File: src/rtl/door_ctrl_multi.sv
// door_ctrl_multi: independent per-door open/hold/close FSMs with open count and saturating event counter.
// Optional held-open alarm enabled by DOOR_ALARM_EN; without it doorAlarm is tied to 0.
module door_ctrl_multi #(
   parameter int NUM_DOORS    = 4,
   parameter int MOVE_CYCLES  = 3,
   parameter int HOLD_CYCLES  = 5,
   parameter int ALARM_CYCLES = 32
) (
   input  logic                                 clk,
   input  logic                                 rstN,
   input  logic [NUM_DOORS-1:0]                 doorSen,
   input  logic [NUM_DOORS-1:0]                 obstruct,
   input  logic [NUM_DOORS-1:0]                 lockReq,
   output logic [NUM_DOORS-1:0]                 doorOpen,
   output logic [NUM_DOORS-1:0]                 motorOpen,
   output logic [NUM_DOORS-1:0]                 motorClose,
   output logic [$clog2(NUM_DOORS+1)-1:0]       openCount,
   output logic [15:0]                          eventCnt,
   output logic [NUM_DOORS-1:0]                 doorAlarm
);
   localparam int MAXC = MOVE_CYCLES > HOLD_CYCLES ? MOVE_CYCLES : HOLD_CYCLES;
   localparam int CW = MAXC > 1 ? $clog2(MAXC) : 1;
   localparam int OW = $clog2(NUM_DOORS + 1);
   localparam logic [CW-1:0] MOVE_LD = CW'(MOVE_CYCLES - 1);
   localparam logic [CW-1:0] HOLD_LD = CW'(HOLD_CYCLES - 1);

   typedef enum logic [1:0] {CLOSED = 2'd0, OPENING = 2'd1, OPEN = 2'd2, CLOSING = 2'd3} doorState_t;

   doorState_t      state     [NUM_DOORS];
   doorState_t      stateNext [NUM_DOORS];
   logic [CW-1:0]   cnt       [NUM_DOORS];
   logic [CW-1:0]   cntNext   [NUM_DOORS];
   logic [4:0]      starts;
   logic [16:0]     eventSum;

   always_ff @(posedge clk or negedge rstN)
      if (!rstN) begin
         for (int i = 0; i < NUM_DOORS; i++) begin
            state[i] <= CLOSED;
            cnt[i]   <= '0;
         end
         eventCnt <= '0;
      end else begin
         for (int i = 0; i < NUM_DOORS; i++) begin
            state[i] <= stateNext[i];
            cnt[i]   <= cntNext[i];
         end
         eventCnt <= eventSum[16] ? 16'hFFFF : eventSum[15:0];
      end

   always_comb begin
      starts = '0;
      for (int i = 0; i < NUM_DOORS; i++) begin
         stateNext[i] = state[i];
         cntNext[i]   = cnt[i];
         case (state[i])
            CLOSED:
               if (doorSen[i] && !lockReq[i]) begin
                  stateNext[i] = OPENING;
                  cntNext[i]   = MOVE_LD;
               end
            OPENING:
               if (cnt[i] == '0) begin
                  stateNext[i] = OPEN;
                  cntNext[i]   = HOLD_LD;
               end else cntNext[i] = cnt[i] - 1'b1;
            OPEN:
               if (doorSen[i] || obstruct[i]) cntNext[i] = HOLD_LD;
               else if (cnt[i] == '0) begin
                  stateNext[i] = CLOSING;
                  cntNext[i]   = MOVE_LD;
               end else cntNext[i] = cnt[i] - 1'b1;
            CLOSING:
               // any activity while closing forces a full re-open
               if (doorSen[i] || obstruct[i]) begin
                  stateNext[i] = OPENING;
                  cntNext[i]   = MOVE_LD;
               end else if (cnt[i] == '0) stateNext[i] = CLOSED;
               else cntNext[i] = cnt[i] - 1'b1;
         endcase
         starts = starts + 5'(state[i] == CLOSED && stateNext[i] == OPENING);
      end
      eventSum = {1'b0, eventCnt} + 17'(starts);
   end

   always_comb begin
      doorOpen   = '0;
      motorOpen  = '0;
      motorClose = '0;
      openCount  = '0;
      for (int i = 0; i < NUM_DOORS; i++) begin
         doorOpen[i]   = state[i] == OPEN;
         motorOpen[i]  = state[i] == OPENING;
         motorClose[i] = state[i] == CLOSING;
         openCount     = openCount + OW'(state[i] == OPEN);
      end
   end

`ifdef DOOR_ALARM_EN
   localparam int AW = $clog2(ALARM_CYCLES + 1);
   localparam logic [AW-1:0] ALARM_AT = AW'(ALARM_CYCLES);

   logic [AW-1:0] alarmCnt [NUM_DOORS];

   always_ff @(posedge clk or negedge rstN)
      if (!rstN) begin
         for (int i = 0; i < NUM_DOORS; i++) alarmCnt[i] <= '0;
      end else begin
         for (int i = 0; i < NUM_DOORS; i++)
            if (stateNext[i] == CLOSED) alarmCnt[i] <= '0;
            else if (alarmCnt[i] != ALARM_AT) alarmCnt[i] <= alarmCnt[i] + 1'b1;
      end

   always_comb begin
      doorAlarm = '0;
      for (int i = 0; i < NUM_DOORS; i++) doorAlarm[i] = alarmCnt[i] == ALARM_AT;
   end
`else
   assign doorAlarm = '0;
`endif
endmodule

File: config.mk
export PLATFORM = sky130hd
export DESIGN_NAME = door_ctrl_multi
export DESIGN_NICKNAME = d
export VERILOG_FILES = /design/src/rtl/door_ctrl_multi.sv
export SDC_FILE = /design/constraint.sdc
export NUM_CORES = 1
export LEC_CHECK = 0
export ABC_AREA = 1
export ABC_CLOCK_PERIOD_IN_PS = 4800
export CAP_MARGIN = 20
export CORE_MARGIN = 5
export CORE_UTILIZATION = 47
export DETAILED_ROUTE_END_ITERATION = 10
export PLACE_DENSITY = 0.73
export SYNTH_ARGS = -nofsm -noshare
export SYNTH_HDL_FRONTEND = slang
export SYNTH_SLANG_ARGS = --single-unit
File: constraint.sdc
create_clock -name clk -period 4.8 [get_ports clk]
set_clock_uncertainty 0.05 [all_clocks]
set_input_delay 0.72 -clock clk [delete_from_list [all_inputs] [get_ports clk]]
set_output_delay 0.72 -clock clk [all_outputs]
set_load 0.01 [all_outputs]
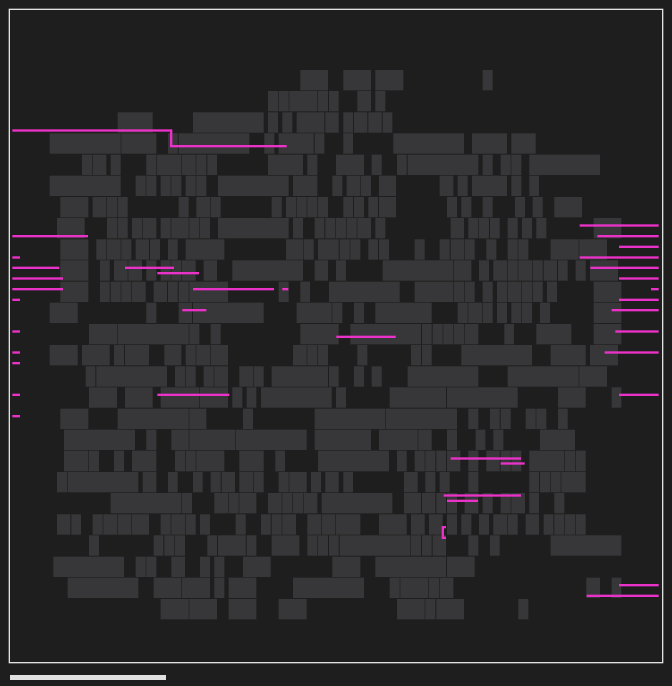
m3.png
Bar = 20 um.
wire length on this layer: 224 um
share of all routed wire: 4.0%
longest straight run: 20.2 um

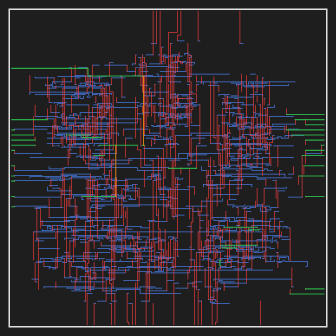
layers.png
legend:
  M1:
    color: blue
    wire_length: 2690 um
  M2:
    color: red
    wire_length: 2630 um
  M4:
    color: orange
    wire_length: 32.0 um
  M3:
    color: green
    wire_length: 224 um

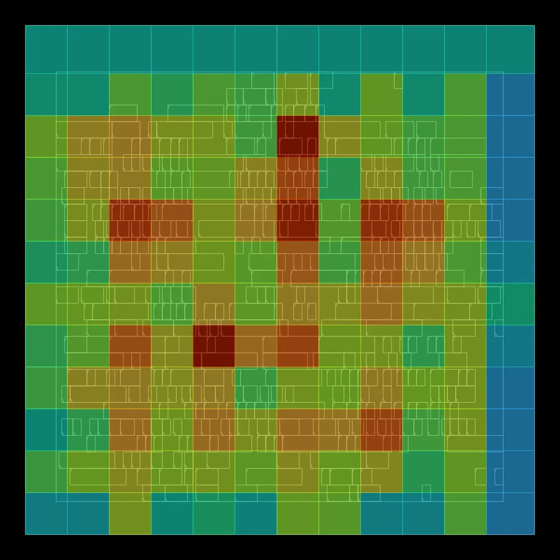
congestion_map.png
GRT busiest layer: met2
GRT met3 Usage: 0.0444

==> flow_summary.yaml <==
# generated from flow reports
synthesis:
  adder_share: 0.0850
  synth_xor_xnor_area_share: 0.0308
  synth_stat.cells: 375
  synth_top_cell_by_count: "nand2_1"
  yosys-stat-area_sq_um: 2560
  avgSynthCellArea_sq_um: 6.83
  ys_seq_share: 0.352
  synth-edff-count: 0
  yosysWarnings: 0
  yosysTopAreaCellShare: 0.352
  ys_sh_simple: 0.342
  area_leaders: "dfrtp_1 35%, nand2_1 17%, inv_1 10%"
  largest_area_cell: "dfrtp_1"
drt:
  wl_met2_um: 2630
  wl_met3_um: 223
  drt_pass1_iterations: 4
  wl_per_cell_um: 11.3
placed_design:
  place_ws_ns: 0.652
  hpwl_um: 4290
  place_area_sq_um: 3040
sta:
  period_minus_slack_ns: 3.88
  fin_ws_ns: 0.923
  fmax_mhz: 258
  grt_setup_unrepaired: "false"
  setup_tns_ns: 0
  drv_slew: 0
worst_setup_path:
  slowest_delay_ns: 0.52
  worst-path-buf-inv: 2
  crit_path_end_kind: "register"
  crit_top_cell: "fa_1"
  crit_path_start: "doorSen[2]"
  crit_family: "adder cells"
  cp_slowest_cell: "fa_1"
  startpoint_type: "primary input"
  cp_max_fo: 15
clock_tree:
  cts_tree: "yes"
  clk_path_buf_depth: 2
  post_cts_buffers: 0
  postCtsResizedCells: 0
layout:
  lay_top_count: "nand2_1"
  antennaDiodeCount: 0
  area_growth_pct: 22.3
  utilization: 0.602
  drive_gt1_frac: 0.0354
  largest_registers: "eventCnt x16, cnt x12, state x8"
run_status:
  status: "finished clean"
run:
  drv_cap: 0
  tool_warnings: 30
floorplanning:
  die_w_um: 83.8
  num_rows: 26
  die_h_um: 83.8
  initCoreUtil: 0.492
  die_area_sq_um: 7030
hold_path:
  hp-class: "reg -> reg"
global_routing:
  use_met1: 0.217
  grt_remaining_overflow: 0
  met2_usage: 0.270
power:
  p_per_area_nw_per_um2: 598
  total_power_w: 0.00187
  power.leakage_nw: 1.68
==> layout make-up <==
| cell class | instances | area (sq um) |
|---|---|---|
| multi-input combinational | 268 | 1360 |
| fill | 509 | 2070 |
| timing repair buffer | 44 | 435 |
| clock buffer | 8 | 90.1 |
| tap | 70 | 87.6 |
| inverter | 68 | 255 |
| sequential | 36 | 901 |
==> report_power, final <==
part           internal, W  switching [W]
logic             0.000473       0.000647
registers         0.000420       0.000113
clock network     0.000117       0.000103
total              0.00101       0.000863
==> worst paths after layout <==
kind | to | slack (ns) | cells past startpoint
max | eventCnt[2] | 0.92 | 13
min | cnt[9] | 0.43 | 2
max reg2reg | eventCnt[2] | 1.06 | 15
min reg2reg | cnt[9] | 0.43 | 2
max in group asynchronous | cnt[2] | 3.68 | 1
min in group asynchronous | cnt[11] | 0.48 | 1
Power and IR drop assume default switching activity.
